===== config.mk =====
export PLATFORM = sky130hd
export DESIGN_NAME = adc_channel_sequencer_flat
export DESIGN_NICKNAME = d
export VERILOG_FILES = /design/src/rtl/adc_seq_pkg.sv /design/src/rtl/adc_channel_sequencer_if.sv /design/src/rtl/adc_seq_averager.sv /design/src/rtl/adc_channel_sequencer.sv /design/src/flat_wrapper.sv
export SDC_FILE = /design/constraint.sdc
export NUM_CORES = 1
export LEC_CHECK = 0
export CORE_UTILIZATION = 55
export DETAILED_ROUTE_END_ITERATION = 8
export GPL_TIMING_DRIVEN = 0
export PLACE_DENSITY = 0.81
export SLEW_MARGIN = 20
export SYNTH_ARGS = -nofsm -noshare
export SYNTH_HDL_FRONTEND = slang
export SYNTH_SLANG_ARGS = --single-unit

===== constraint.sdc =====
create_clock -name clk -period 6.8 [get_ports clk]
set_input_delay 1.36 -clock clk [delete_from_list [all_inputs] [get_ports clk]]
set_output_delay 1.36 -clock clk [all_outputs]
set_load 0.02 [all_outputs]

===== src/rtl/adc_seq_pkg.sv =====
// Shared types and constants for the ADC channel sequencer.
// Holds the sequencer FSM state, stream field layout and slot-width helper.
package adc_seq_pkg;

  typedef enum logic [1:0] {
    StIdle,
    StIssue,
    StWait
  } seq_state_e;

  localparam int unsigned STREAM_SLOT_LSB   = 16;
  localparam int unsigned ERROR_COUNT_WIDTH = 8;

  // Bits needed to index n slots, never less than one.
  function automatic int unsigned slot_width(input int unsigned n);
    int unsigned w;
    w = 1;
    while ((32'd1 << w) < n) w = w + 1;
    return w;
  endfunction

endpackage


===== src/rtl/adc_channel_sequencer_if.sv =====
// Avalon-ST command/response pair towards the ADC plus the stb/ack result stream.
// master = sequencer side, slave = ADC core and stream consumer side.
interface adc_channel_sequencer_if #(
  parameter int unsigned CHANNEL_WIDTH = 5,
  parameter int unsigned DATA_WIDTH    = 12
);

  logic                     command_valid;
  logic [CHANNEL_WIDTH-1:0] command_channel;
  logic                     command_startofpacket;
  logic                     command_endofpacket;
  logic                     command_ready;
  logic                     response_valid;
  logic [CHANNEL_WIDTH-1:0] response_channel;
  logic [DATA_WIDTH-1:0]    response_data;
  logic [31:0]              stream_out;
  logic                     stream_stb_out;
  logic                     stream_ack_in;

  modport master (
    output command_valid, command_channel, command_startofpacket, command_endofpacket,
    input  command_ready,
    input  response_valid, response_channel, response_data,
    output stream_out, stream_stb_out,
    input  stream_ack_in
  );

  modport slave (
    input  command_valid, command_channel, command_startofpacket, command_endofpacket,
    output command_ready,
    output response_valid, response_channel, response_data,
    input  stream_out, stream_stb_out,
    output stream_ack_in
  );

endinterface


===== src/rtl/adc_seq_averager.sv =====
// One slot's sample accumulator: sums 2^AVG_LOG2 accepted samples, then registers
// the truncated mean. done/avg are combinational so the top can stream the same cycle.
module adc_seq_averager #(
  parameter int unsigned DATA_WIDTH = 12,
  parameter int unsigned AVG_LOG2   = 2
) (
  input  logic                  clk,
  input  logic                  rst,
  input  logic                  sample_stb,
  input  logic [DATA_WIDTH-1:0] sample,
  output logic                  done,
  output logic [DATA_WIDTH-1:0] avg,
  output logic [DATA_WIDTH-1:0] result,
  output logic                  result_valid
);

  localparam int unsigned AccW = DATA_WIDTH + AVG_LOG2;

  logic [AccW-1:0]       acc_q, acc_d, sum;
  logic [DATA_WIDTH-1:0] result_q;
  logic                  valid_q;

  assign sum = acc_q + AccW'(sample);
  assign avg = sum[AccW-1:AVG_LOG2];

  if (AVG_LOG2 > 0) begin : g_cnt
    logic [AVG_LOG2-1:0] cnt_q;

    always_ff @(posedge clk or posedge rst) begin
      if (rst) begin
        cnt_q <= '0;
      end else if (sample_stb) begin
        cnt_q <= cnt_q + AVG_LOG2'(1);
      end
    end

    assign done = sample_stb && (cnt_q == '1);
  end else begin : g_nocnt
    assign done = sample_stb;
  end

  // The final sample goes into the result, not into the next window.
  always_comb begin
    acc_d = acc_q;
    if (done) begin
      acc_d = '0;
    end else if (sample_stb) begin
      acc_d = sum;
    end
  end

  always_ff @(posedge clk or posedge rst) begin
    if (rst) begin
      acc_q    <= '0;
      result_q <= '0;
      valid_q  <= 1'b0;
    end else begin
      acc_q <= acc_d;
      if (done) begin
        result_q <= avg;
        valid_q  <= 1'b1;
      end
    end
  end

  assign result       = result_q;
  assign result_valid = valid_q;

endmodule


===== src/rtl/adc_channel_sequencer.sv =====
// Round-robin MAX10 ADC sequencer with response checking, per-slot averaging and a result
// stream. Define ADC_SEQ_PEAK_EN to add per-slot peak tracking (peak_out / peak_clr_in).
module adc_channel_sequencer
  import adc_seq_pkg::*;
#(
  parameter int unsigned NUM_CHANNELS  = 4,
  parameter int unsigned CHANNEL_WIDTH = 5,
  parameter int unsigned DATA_WIDTH    = 12,
  parameter int unsigned AVG_LOG2      = 2,
  parameter int unsigned TIMEOUT       = 255
) (
  input  logic                                clk,
  input  logic                                rst,
  input  logic                                enable,
  input  logic [NUM_CHANNELS*CHANNEL_WIDTH-1:0] channel_map,
  adc_channel_sequencer_if.master             bus,
  output logic [NUM_CHANNELS*DATA_WIDTH-1:0]  samples_out,
  output logic [NUM_CHANNELS-1:0]             samples_valid_out,
  output logic                                overflow_out,
  output logic [ERROR_COUNT_WIDTH-1:0]        error_count_out
`ifdef ADC_SEQ_PEAK_EN
  ,
  output logic [NUM_CHANNELS*DATA_WIDTH-1:0]  peak_out,
  input  logic                                peak_clr_in
`endif
);

  localparam int unsigned SlotW  = slot_width(NUM_CHANNELS);
  localparam int unsigned TimerW = slot_width(TIMEOUT + 1);

  seq_state_e                   state_q, state_d;
  logic [SlotW-1:0]             slot_q, slot_d, next_slot;
  logic [CHANNEL_WIDTH-1:0]     chan_q, chan_d, map_chan;
  logic [TimerW-1:0]            timer_q, timer_d;
  logic [ERROR_COUNT_WIDTH-1:0] err_q;
  logic [31:0]                  stream_q, stream_word;
  logic                         stb_q, ovf_q;
  logic                         in_wait, match, accept, mismatch, timeout, new_avg;
  logic [NUM_CHANNELS-1:0]      slot_stb, slot_done;
  logic [DATA_WIDTH-1:0]        slot_avg [NUM_CHANNELS];
  logic [DATA_WIDTH-1:0]        cur_avg;

  assign map_chan  = channel_map[slot_q*CHANNEL_WIDTH +: CHANNEL_WIDTH];
  assign next_slot = (32'(slot_q) == NUM_CHANNELS - 1) ? '0 : slot_q + SlotW'(1);

  assign in_wait  = (state_q == StWait);
  assign match    = (bus.response_channel == chan_q);
  assign accept   = in_wait && bus.response_valid && match;
  assign mismatch = in_wait && bus.response_valid && !match;
  assign timeout  = in_wait && !accept && (32'(timer_q) + 32'd1 >= TIMEOUT);

  always_comb begin
    state_d             = state_q;
    slot_d              = slot_q;
    chan_d              = chan_q;
    timer_d             = timer_q;
    bus.command_valid   = 1'b0;
    bus.command_channel = '0;
    case (state_q)
      StIdle: begin
        if (enable) state_d = StIssue;
      end
      StIssue: begin
        bus.command_valid   = 1'b1;
        bus.command_channel = map_chan;
        if (bus.command_ready) begin
          state_d = StWait;
          chan_d  = map_chan;
          timer_d = '0;
        end
      end
      StWait: begin
        timer_d = timer_q + TimerW'(1);
        if (accept) begin
          state_d = enable ? StIssue : StIdle;
          slot_d  = next_slot;
        end else if (timeout) begin
          state_d = StIssue;
        end
      end
      default: state_d = StIdle;
    endcase
  end

  assign bus.command_startofpacket = bus.command_valid;
  assign bus.command_endofpacket   = bus.command_valid;

  for (genvar i = 0; i < NUM_CHANNELS; i++) begin : g_slot
    assign slot_stb[i] = accept && (32'(slot_q) == i);

    adc_seq_averager #(
      .DATA_WIDTH (DATA_WIDTH),
      .AVG_LOG2   (AVG_LOG2)
    ) u_avg (
      .clk          (clk),
      .rst          (rst),
      .sample_stb   (slot_stb[i]),
      .sample       (bus.response_data),
      .done         (slot_done[i]),
      .avg          (slot_avg[i]),
      .result       (samples_out[i*DATA_WIDTH +: DATA_WIDTH]),
      .result_valid (samples_valid_out[i])
    );

`ifdef ADC_SEQ_PEAK_EN
    logic [DATA_WIDTH-1:0] peak_q;

    // A sample accepted alongside a clear seeds the new peak.
    always_ff @(posedge clk or posedge rst) begin
      if (rst) begin
        peak_q <= '0;
      end else if (peak_clr_in) begin
        peak_q <= slot_stb[i] ? bus.response_data : '0;
      end else if (slot_stb[i] && (bus.response_data > peak_q)) begin
        peak_q <= bus.response_data;
      end
    end

    assign peak_out[i*DATA_WIDTH +: DATA_WIDTH] = peak_q;
`endif
  end

  assign new_avg     = |slot_done;
  assign cur_avg     = slot_avg[slot_q];
  assign stream_word = (32'(slot_q) << STREAM_SLOT_LSB) | 32'(cur_avg);

  always_ff @(posedge clk or posedge rst) begin
    if (rst) begin
      state_q  <= StIdle;
      slot_q   <= '0;
      chan_q   <= '0;
      timer_q  <= '0;
      err_q    <= '0;
      stream_q <= '0;
      stb_q    <= 1'b0;
      ovf_q    <= 1'b0;
    end else begin
      state_q <= state_d;
      slot_q  <= slot_d;
      chan_q  <= chan_d;
      timer_q <= timer_d;
      if ((mismatch || timeout) && (err_q != '1)) begin
        err_q <= err_q + ERROR_COUNT_WIDTH'(1);
      end
      // A word being acked this cycle frees the slot for the new result.
      if (new_avg) begin
        if (!stb_q || bus.stream_ack_in) begin
          stream_q <= stream_word;
          stb_q    <= 1'b1;
        end else begin
          ovf_q <= 1'b1;
        end
      end else if (bus.stream_ack_in) begin
        stb_q <= 1'b0;
      end
    end
  end

  assign bus.stream_out     = stream_q;
  assign bus.stream_stb_out = stb_q;
  assign overflow_out       = ovf_q;
  assign error_count_out    = err_q;

endmodule


===== src/flat_wrapper.sv =====
// flat-port wrapper written by rule: the top's interface ports become plain ports
module adc_channel_sequencer_flat import adc_seq_pkg::*;
#(
  parameter int unsigned NUM_CHANNELS  = 4,
  parameter int unsigned CHANNEL_WIDTH = 5,
  parameter int unsigned DATA_WIDTH    = 12,
  parameter int unsigned AVG_LOG2      = 2,
  parameter int unsigned TIMEOUT       = 255
)
  (clk, rst, enable, channel_map, samples_out, samples_valid_out, overflow_out, error_count_out, bus_command_valid, bus_command_channel, bus_command_startofpacket, bus_command_endofpacket, bus_command_ready, bus_response_valid, bus_response_channel, bus_response_data, bus_stream_out, bus_stream_stb_out, bus_stream_ack_in);
  adc_channel_sequencer_if #(.CHANNEL_WIDTH(CHANNEL_WIDTH), .DATA_WIDTH(DATA_WIDTH)) bus_i ();
  input  logic clk;
  input  logic rst;
  input  logic enable;
  input  logic [NUM_CHANNELS*CHANNEL_WIDTH-1:0] channel_map;
  output logic [NUM_CHANNELS*DATA_WIDTH-1:0] samples_out;
  output logic [NUM_CHANNELS-1:0] samples_valid_out;
  output logic overflow_out;
  output logic [ERROR_COUNT_WIDTH-1:0] error_count_out;
  output wire logic [$bits(bus_i.command_valid)-1:0] bus_command_valid;
  output wire logic [$bits(bus_i.command_channel)-1:0] bus_command_channel;
  output wire logic [$bits(bus_i.command_startofpacket)-1:0] bus_command_startofpacket;
  output wire logic [$bits(bus_i.command_endofpacket)-1:0] bus_command_endofpacket;
  input wire logic [$bits(bus_i.command_ready)-1:0] bus_command_ready;
  input wire logic [$bits(bus_i.response_valid)-1:0] bus_response_valid;
  input wire logic [$bits(bus_i.response_channel)-1:0] bus_response_channel;
  input wire logic [$bits(bus_i.response_data)-1:0] bus_response_data;
  output wire logic [$bits(bus_i.stream_out)-1:0] bus_stream_out;
  output wire logic [$bits(bus_i.stream_stb_out)-1:0] bus_stream_stb_out;
  input wire logic [$bits(bus_i.stream_ack_in)-1:0] bus_stream_ack_in;
  assign bus_command_valid = bus_i.command_valid;
  assign bus_command_channel = bus_i.command_channel;
  assign bus_command_startofpacket = bus_i.command_startofpacket;
  assign bus_command_endofpacket = bus_i.command_endofpacket;
  assign bus_i.command_ready = bus_command_ready;
  assign bus_i.response_valid = bus_response_valid;
  assign bus_i.response_channel = bus_response_channel;
  assign bus_i.response_data = bus_response_data;
  assign bus_stream_out = bus_i.stream_out;
  assign bus_stream_stb_out = bus_i.stream_stb_out;
  assign bus_i.stream_ack_in = bus_stream_ack_in;
  adc_channel_sequencer #(.NUM_CHANNELS(NUM_CHANNELS), .CHANNEL_WIDTH(CHANNEL_WIDTH), .DATA_WIDTH(DATA_WIDTH), .AVG_LOG2(AVG_LOG2), .TIMEOUT(TIMEOUT)) u_core (.clk(clk), .rst(rst), .enable(enable), .channel_map(channel_map), .bus(bus_i), .samples_out(samples_out), .samples_valid_out(samples_valid_out), .overflow_out(overflow_out), .error_count_out(error_count_out));
endmodule

run_1/gates.png
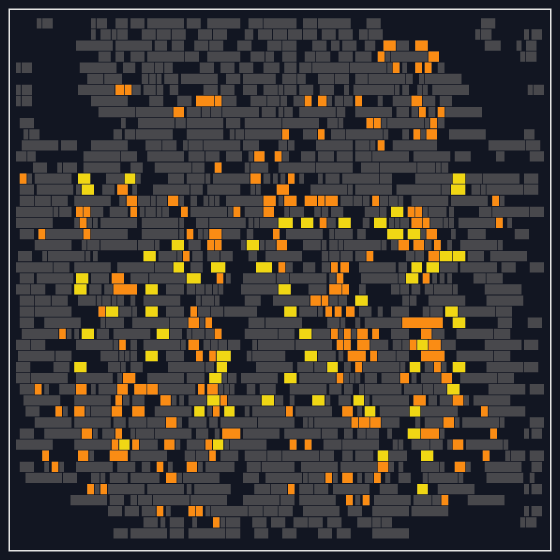
Key: orange = aoi and oai cells [cells 177]; yellow = non-inverting ao/oa cells [cells 63]

run_1/clock_nets.png
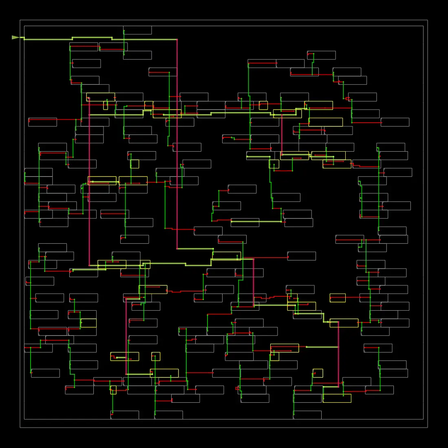
skew final: 0.0110 ns
clkbuf count: 20
Clock net power: 0.957 mW

run_1/clock_wires.png
The bar under the picture is 50 µm long.
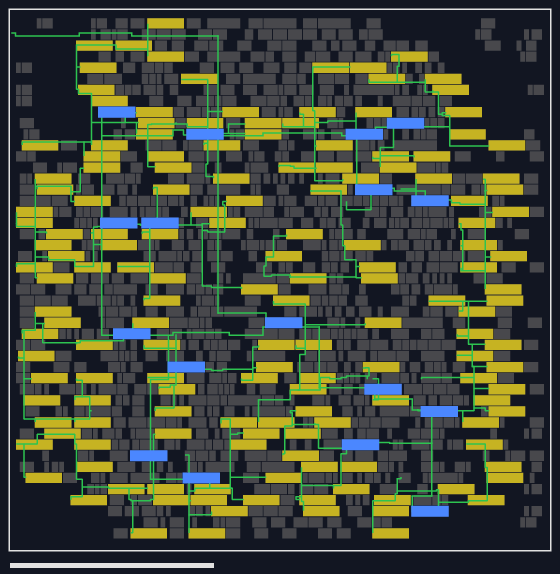
Key: green = clock wires [length 1940 µm]; yellow = flip-flops [count 157]; blue = clock-net drivers [count 17]
Position of the flops: widely spread. There are 18 routed clock nets.

run_1/layers.png
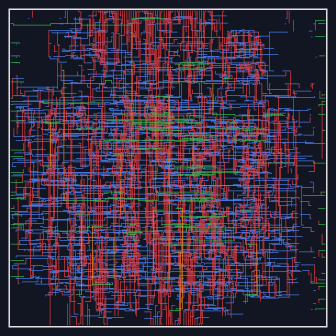
Key: red = M2 [wire length 11100 µm]; green = M3 [wire length 1590 µm]; blue = M1 [wire length 10200 µm]; orange = M4 [wire length 503 µm]

==> results.tsv, run 1 <==
stage	metric	value	unit
status	status	completed	
detailed_routing	residual DRC count	0	
synth	Cell Type Count	74	
finish	Top class by area	multi-input combinational cells	
cts	PostCTS Resize Cnt	0	
worst_setup_path	WP data required	7.17	ns
sta	Max-slew headroom	26.5	%
worst_setup_path	Critical Path Sink	u_core.bus.stream_out[8]	
worst_setup_path	WP data arrival	5.16	ns
worst_setup_path	FF-to-FF Start	u_core.g_slot[2].u_avg.acc_q[0]	
job	maxcap violations	0	
power	Internal Power	2.07	mW
finish	Logic Gate Count	683	
power	Top pwr grp	sequential cells	
finish	Final Net Count	1176	
detailed_routing	drt wl/cell	17.9	µm
detailed_routing	drt via density	5.88	
synth	Avg Inst Size Synth	10.3	µm²
finish	Layout fillers	1241	
detailed_routing	wire length on met2	11100	µm
sta	cycle use final	70.4	%
worst_setup_path	WS Path Type	in2reg	
placed_design	DP Worst Slack	1.69	ns
worst_setup_path	Critical Path, Cell by Cell	clkdlybuf4s50_1 > inv_1 > fa_1 > and2b_1 > o2111ai_1 > a31oi_1 > nor4_1 > nor4_1 > mux4_2 > mux2_2	
hold_path	worst min-delay path startpoint	u_core.g_slot[0].u_avg.result_valid	
global_routing	layer with the highest usage	met2	
detailed_routing	Vias	7661	
finish	register area	3930	µm²
synth	Mapped Area	9370	µm²
synth	async set or reset register ratio after synthesis	100	%
synth	Yosys Warn Count	0	
finish	Clock-cell share	5.13	%
finish	layout cells sized above 1	12.8	%
cts	clk latency late pin	0.44	ns
worst_setup_path	crit end category	flip-flop	
die	Tapcell Cnt	220	
hold_path	HP Class	reg2reg	
worst_setup_path	Worst setup startpoint	bus_response_data[1]	
power	Flop pwr share	35.4	%
die	Die Area	17600	µm²
sta	RSZ-0062 raised after global routing	false	
power	Psw	1.10	mW
cts	CTS Buf Count	17	
placed_design	RD Place Congestion	0.933	
sta	Slew @ Worst Pin	1.09	ns
finish	Logic cell area	5090	µm²
die	DIE HEIGHT	132	µm
finish	Non-clock buffer share	13.8	%
placed_design	Port Buf Inserts	126	
power	logic gate share of total power	34.5	%
worst_setup_path	critical path depth	10	
finish	Antenna Cells	0	
worst_setup_path	worst r2r dst	u_core.bus.stream_out[8]	
worst_setup_path	worst reg2reg path depth	10	
die	Core Region	16600	µm²
global_routing	initial antenna violation count	0	
finish	most frequent logic cell in the layout	dfrtp_1	
synth	yosys cell count	907	
power	Max IR drop VDD	0.184	mV
cts	Clock Pin Slew Worst Setup and Hold Paths	0.06	ns
synth	Yosys reg bits	157	
finish	synth-to-layout area growth	23.8	%
synth	Chip Area, Yosys	9370	µm²
sta	WHS	0.469	ns
cts	CTS tree	done	
sta	f_max	209	MHz
detailed_routing	first-pass iteration count of the detailed router	5	
die	row count	47	
sta	final worst setup slack	2.01	ns
sta	Setup-failing EPs final	0	
[run 1: cell usage after synthesis, drive strengths merged, types with 5 or more instances]
library cell    n  area share, %
and3            9           0.60
mux2           44            5.3
o221ai          5           0.47
nor4            6           0.40
nor2           37            1.5
nor2b          11           0.73
o21a            7           0.56
a21oi          35            2.0
a211o           6           0.56
o211ai          6           0.53
nand2          89            3.6
mux4           13            3.1
a21boi          5           0.40
and2           11           0.73
o31ai          23            1.9
ha             59            7.9
inv            26            1.0
nand3          25            1.4
clkbuf         28            1.1
a22o           29            2.7
dfrtp         157             42
xnor2          28            2.6
nor3           20            1.1
a21o            9           0.72
xor2           28            2.6
o21ai          71            3.8
nand2b         15            1.0
o21bai          9           0.72
buf            29            2.2
[run 1: state kept, by name, indices dropped and copies added (netlist names), 2 cells and up]
register                          cells
u_core.error_count_out                8
u_core.slot_q                         2
u_core.g_slot.u_avg.acc_q            56
u_core.bus.stream_out                14
u_core.g_slot.u_avg.result_valid      4
u_core.timer_q                        8
u_core.g_slot.u_avg.g_cnt.cnt_q       8
u_core.chan_q                         5
u_core.g_slot.u_avg.result           48
u_core.state_q                        2
[run 1: cell families after synthesis]
| family | share of synthesized area (%) |
|---|---|
| adder cells (fa/ha/maj) | 8.74 |
| XOR/XNOR | 5.24 |
| buffers and inverters | 4.38 |
| AND/OR/NAND/NOR | 13.1 |
| flip-flops | 42.0 |
| multiplexers | 8.56 |
| other | 0.0400 |
| AND-OR/OR-AND | 18.0 |
[run 1: through the flow]
step / cell area (µm²) / TNS, ns / cells
after floorplan: 9430 / 0 / 924
after global placement: 11000 / -147.77 / 1270
after detailed placement: 11000 / 0 / 1271
after CTS: 11600 / 0 / 1303
after global routing: 11600 / 0 / 1303
final: 11600 / 0 / 1303
run_1/port_trees.png
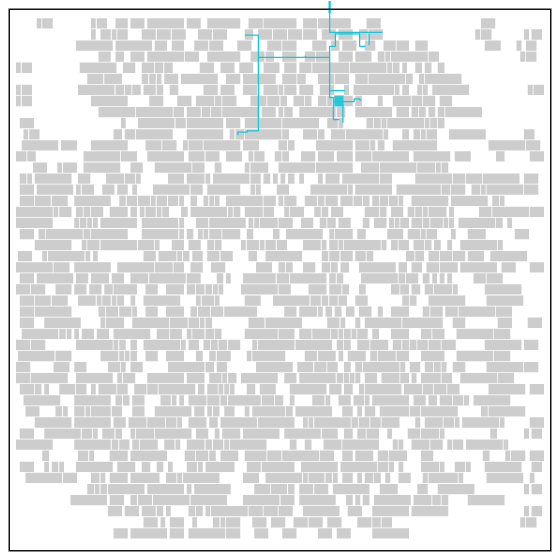

--- run 2 (diff from run 1) ---
- CORE_UTILIZATION: 55 -> 50
- PLACE_DENSITY: 0.81 -> 0.78
- clock period: 6.8 -> 4.25 ns (I/O delays scaled with it)
run_2/port_trees.png
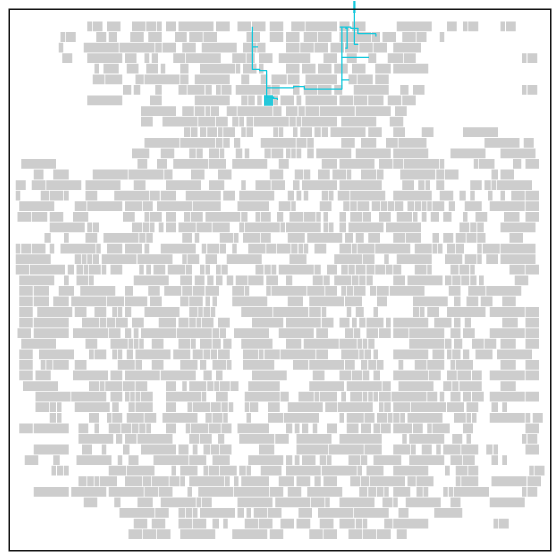
Key: cyan = `bus_command_valid` [bits 1, direction output, edge top, end cells 1, buffers 3, wire 98.5 µm]

==> results.tsv, run 2 <==
stage	metric	value	unit
die	Tapcell Cnt	229	
worst_setup_path	WP data arrival	4.27	ns
power	logic gate share of total power	34.6	%
synth	Yosys Warn Count	0	
die	DIE HEIGHT	139	µm
detailed_routing	first-pass iteration count of the detailed router	9	
sta	final worst setup slack	0.351	ns
sta	skew final	0.00783	ns
placed_design	Port Buf Inserts	126	
finish	register area	3930	µm²
finish	final std cells w/o fill	1316	
sta	Setup-failing EPs final	0	
synth	Mapped Area	9370	µm²
detailed_routing	drt via density	5.79	
synth	Yosys reg bits	157	
detailed_routing	residual DRC count	7	
finish	max FFs per register	56	
cts	clk latency late pin	0.43	ns
synth	top post-synthesis cells by count	dfrtp_1, nand2_1, o21ai_0	
synth	Area leader share	42.0	%
synth	cell with the most instances after synthesis	dfrtp_1	
power	Top pwr grp	sequential cells	
finish	Logic cell area	5100	µm²
finish	Logic Gate Count	683	
synth	Chip Area, Yosys	9370	µm²
finish	Non-clock buffer share	14.4	%
die	Core Region	18100	µm²
synth	Avg Inst Size Synth	10.3	µm²
sta	setup TNS	0	ns
sta	Slew @ Worst Pin	0.702	ns
finish	layout cells sized above 1	13.2	%
status	status	finished with violations	
worst_setup_path	WS Path Type	in2reg	
worst_setup_path	Worst setup startpoint	bus_response_data[1]	
sta	cycle use final	91.7	%
finish	Final Net Count	1180	
sta	WHS	0.471	ns
synth	async set or reset register ratio after synthesis	100	%
cts	CTS tree	done	
sta	f_max	256	MHz
synth	Cell Type Count	74	
power	Clock net power	1.52	mW
worst_setup_path	Critical Path Sink	u_core.bus.stream_out[8]	
finish	Layout fillers	1490	
placed_design	DP Worst Slack	-0.329	ns
power	Internal Power	3.31	mW
worst_setup_path	WP data required	4.62	ns
finish	Clock-cell share	5.00	%
finish	clkbuf count	20	
synth	yosys cell count	907	
worst_setup_path	crit end category	flip-flop	
placed_design	RD Place Congestion	0.893	
worst_setup_path	FF-to-FF Start	u_core.slot_q[1]	
sta	Max-slew headroom	52.0	%
detailed_routing	Vias	7621	
sta	RSZ-0062 raised after global routing	false	
finish	Antenna Cells	0	
die	Die Area	19300	µm²
power	Max IR drop VDD	0.308	mV
worst_setup_path	worst reg2reg path depth	9	
finish	synth-to-layout area growth	24.7	%
synth	cell type with the largest total area	dfrtp_1	
placed_design	Post-DP Area	11100	µm²
status	failing checks	DRC	
die	row count	49	
==> run 2: logic make-up after synthesis <==
logic type,count (synthesis),synth area share [%]
compound gates,240,18.0
xor+xnor,56,5.24
fa+ha+maj,63,8.74
buf+inv,84,4.38
flops,157,42.0
mux,58,8.56
other cells,1,0.0400
simple gates,248,13.1
==> run 2: critical path, cell delays in order <==
cell	delay, ns
clkdlybuf4s50_1	0.69
inv_1	0.24
fa_1	0.50
and2b_1	0.23
o2111ai_1	0.15
a31oi_1	0.36
nor4_1	0.11
nor4_2	0.62
mux4_2	0.36
mux2_2	0.14
==> run 2: routing by layer <==
| metal | up-vias | GRT usage [%] | part of all wire [%] |
|---|---|---|---|
| met5 | - | 0 | 0 |
| met4 | 0 | 9.88 | 2.4 |
| met3 | 38 | 3.73 | 5.3 |
| met2 | 227 | 42.7 | 48 |
| met1 | 3730 | 35.0 | 45 |
| li1 | 3626 | - | - |
==> run 2: how the worst min path moves through the flow <==
stage	start	endpoint	slack [ns]	cells past startpoint
after global placement	u_core.g_slot[0].u_avg.result_valid	u_core.g_slot[0].u_avg.result_valid	0.45	1
after detailed placement	u_core.g_slot[1].u_avg.result_valid	u_core.g_slot[1].u_avg.result_valid	0.46	1
final	u_core.g_slot[0].u_avg.result_valid	u_core.g_slot[0].u_avg.result_valid	0.47	1
after global routing	u_core.g_slot[2].u_avg.result_valid	u_core.g_slot[2].u_avg.result_valid	0.49	1
after floorplan	u_core.g_slot[0].u_avg.result_valid	u_core.g_slot[0].u_avg.result_valid	0.44	1
after CTS	u_core.g_slot[1].u_avg.result_valid	u_core.g_slot[1].u_avg.result_valid	0.47	1
==> run 2: what timing repair did <==
| action | 4_1_cts | 5_1_grt |
|---|---|---|
| hold buffers | 0 | 0 |
| endpoints found under the setup margin | 0 | 1 |
| resized | 0 | 1 |
run_2/clock_nets.png
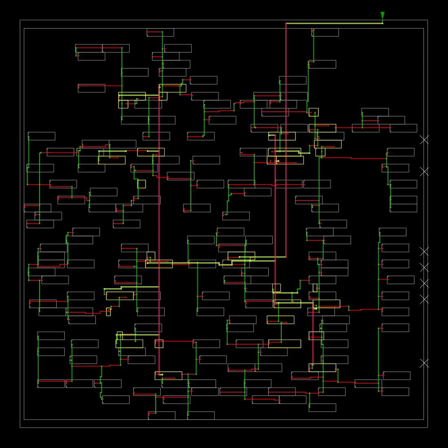

--- run 3 (diff from run 2) ---
- PLACE_DENSITY: 0.78 -> 0.81
run_3/clock_nets.png
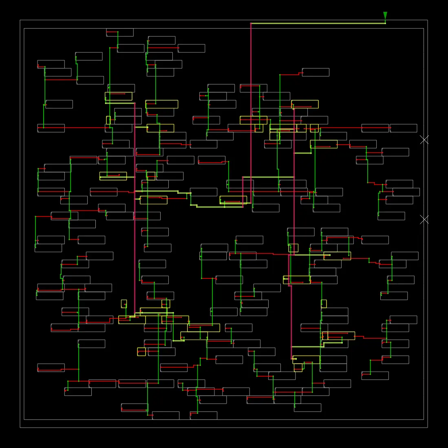
clk latency late pin: 0.43 ns
clk sink count: 157
Clock net power: 1.50 mW
CTS Buf Count: 17
clkbuf count: 18

==> results.tsv, run 3 <==
stage	metric	value	unit
status	status	finished with violations	
status	failing checks	DRC	
power	LEAKAGE	5.37	nW
power	Internal Power	3.29	mW
worst_setup_path	Worst Setup Start Kind	primary input	
detailed_routing	Iter 0 DRT Violations	572	
placed_design	DP Worst Slack	-0.124	ns
synth	Mapped Cells	907	
power	Max IR drop VDD	0.313	mV
detailed_routing	residual DRC count	2	
worst_setup_path	worst reg2reg path depth	10	
synth	ao+oa area frac	18.0	%
die	Core Region	18100	µm²
worst_setup_path	worst r2r dst	u_core.bus.stream_out[11]	
detailed_routing	wire length on met2	11500	µm
synth	Yosys reg bits	157	
sta	Max-slew headroom	46.3	%
placed_design	Port Buf Inserts	126	
detailed_routing	first-pass iteration count of the detailed router	9	
synth	Avg Inst Size Synth	10.3	µm²
cts	H-tree levels	4	
placed_design	RD Place Congestion	0.905	
finish	synth-to-layout area growth	25.0	%
worst_setup_path	worst reg-to-reg setup slack	0.90	ns
sta	setup TNS	0	ns
die	DIE WIDTH	139	µm
synth	Top non-seq family	AND-OR/OR-AND gates	
power	Flop pwr share	35.6	%
detailed_routing	Vias	7670	
cts	Clock Tree Buf Depth	2	
hold_path	worst min-delay path startpoint	u_core.g_slot[0].u_avg.result_valid	
synth	biggest area cells	dfrtp_1, ha_1, mux2_2, o21ai_0, nand2_1	
synth	Yosys Warn Count	0	
global_routing	Overflow after GRT	0	
synth	Chip Area, Yosys	9370	µm²
detailed_routing	M1 wire length	10300	µm
die	Die Area	19300	µm²
finish	Antenna Cells	0	
placed_design	Post-DP Area	11100	µm²
sta	min cycle time layout	4.04	ns
job	maxcap violations	0	
synth	xor/xnor cell area share of the yosys netlist	5.24	%
die	IO Count	145	
sta	Setup-failing EPs final	0	
sta	RSZ-0062 raised after global routing	false	
die	row count	49	
finish	Final Net Count	1181	
hold_path	HP Class	reg2reg	
synth	top_reg_cell synth	dfrtp_1	
finish	Design Area, Final	11700	µm²
synth	async set or reset register ratio after synthesis	100	%
power	Switching Fraction	35.1	%
synth	Seq/Total Area, Yosys	42.0	%
power	Power Dens Cells	433	nW/µm²
die	Starting Density	51.6	%
finish	most frequent logic cell in the layout	dfrtp_1	
synth	Post-synth EDFFs	0	
global_routing	largest net degree at the start of global routing	36	
synth	Area leader share	42.0	%
worst_setup_path	WP data arrival	4.41	ns
power	clock power share	29.6	%
cts	hold buffers post-CTS	0	
detailed_routing	met3 wire length	1610	µm
power	Psw	1.78	mW
sta	cycle use final	95.2	%
worst_setup_path	WS Path Type	in2reg	
detailed_routing	drt wl/cell	18.3	µm
hold_path	worst hold path stage count	1	
finish	layout cells sized above 1	13.2	%
sta	Slew @ Worst Pin	0.798	ns
synth	Adder Share, Synth	8.74	%
worst_setup_path	FF-to-FF Start	u_core.slot_q[1]	
cts	CTS tree	done	
worst_setup_path	WP data required	4.62	ns
finish	max FFs per register	56	
placed_design	placed cells	1285	
detailed_routing	uppermost routed layer	met4	
synth	yosys cell count	907	
sta	fin. max-slew vios	0	
global_routing	initial antenna violation count	0	
placed_design	HPWL after detailed placement	18500	µm
detailed_routing	drt via density	5.82	
worst_setup_path	crit end category	flip-flop	
sta	skew final	0.00869	ns
finish	Most flops, register	u_core.g_slot.u_avg.acc_q	
sta	WHS	0.467	ns
sta	final worst setup slack	0.205	ns
hold_path	hold endpoint	u_core.g_slot[0].u_avg.result_valid	
power	logic gate share of total power	34.8	%
detailed_routing	Post-DRT Antenna Nets	0	
cts	Post-CTS Setup Repair Bufs	0	
global_routing	global-route wire length before repair	38900	µm
die	DIE HEIGHT	139	µm
synth	simple-gate area share of the yosys netlist	13.1	%
synth	Cell Type Count	74	
finish	final core occ	64.5	%
power	Tot Pwr	5.07	mW
synth	cell type with the largest total area	dfrtp_1	
finish	Layout fillers	1425	
sta	f_max	247	MHz
synth	Mapped Area	9370	µm²
cts	PostCTS Resize Cnt	0	
synth	cell with the most instances after synthesis	dfrtp_1	
finish	final std cells w/o fill	1317	
synth	Synth mux share	8.56	%
synth	top post-synthesis cells by count	dfrtp_1, nand2_1, o21ai_0	
cts	Clock Pin Slew Worst Setup and Hold Paths	0.06	ns
[run 3: cell counts after synthesis]
No cell type changed its count.
[run 3: worst max-delay path by stage]
stage / startpoint / to / slack [ns] / cells after the start
after floorplan: bus_response_data[0] / u_core.bus.stream_out[8] / 1.12 / 10
after global placement: bus_response_data[1] / u_core.bus.stream_out[8] / -0.13 / 10
after detailed placement: bus_response_data[1] / u_core.bus.stream_out[8] / -0.12 / 10
after CTS: bus_response_data[1] / u_core.bus.stream_out[8] / 0.29 / 10
after global routing: bus_response_data[1] / u_core.bus.stream_out[8] / 0.1 / 10
final: bus_response_data[1] / u_core.bus.stream_out[8] / 0.21 / 10
[run 3: cell type report]
class,count,area (µm²),area share [%]
Clock inverter,14,146,1.25
Timing Repair Buffer,132,1410,12.1
Sequential cell,157,3930,33.6
Multi-Input combinational cell,683,5090,43.5
Tap cell,229,287,2.45
Clock buffer,18,429,3.67
Inverter,27,105,0.898
Buffer,57,309,2.64
[run 3: power by group through the flow]
stage	Clock, mW	Sequential, mW	Combinational [mW]
3_3_place_gp	0	1.82	1.67
6_report	1.50	1.80	1.77
3_5_place_dp	0	1.82	1.73
5_1_grt	1.60	1.83	1.90
4_1_cts	1.52	1.80	1.74
2_1_floorplan	0	1.81	1.20
[run 3: layer usage]
metal / GRT usage, % / vias up
met3: 5.49 / 53
li1: - / 3623
met4: 9.88 / 0
met5: 0 / -
met2: 43.0 / 273
met1: 33.4 / 3721
[run 3: worst max-delay path, cell delays in order]
cell	delay [ns]
clkdlybuf4s50_1	0.71
inv_1	0.25
fa_1	0.50
and2b_1	0.23
o2111ai_1	0.14
a31oi_1	0.38
nor4_1	0.08
nor4_1	0.71
mux4_2	0.42
mux2_2	0.15
No activity file was given, so power comes from the tool's default toggle rates.
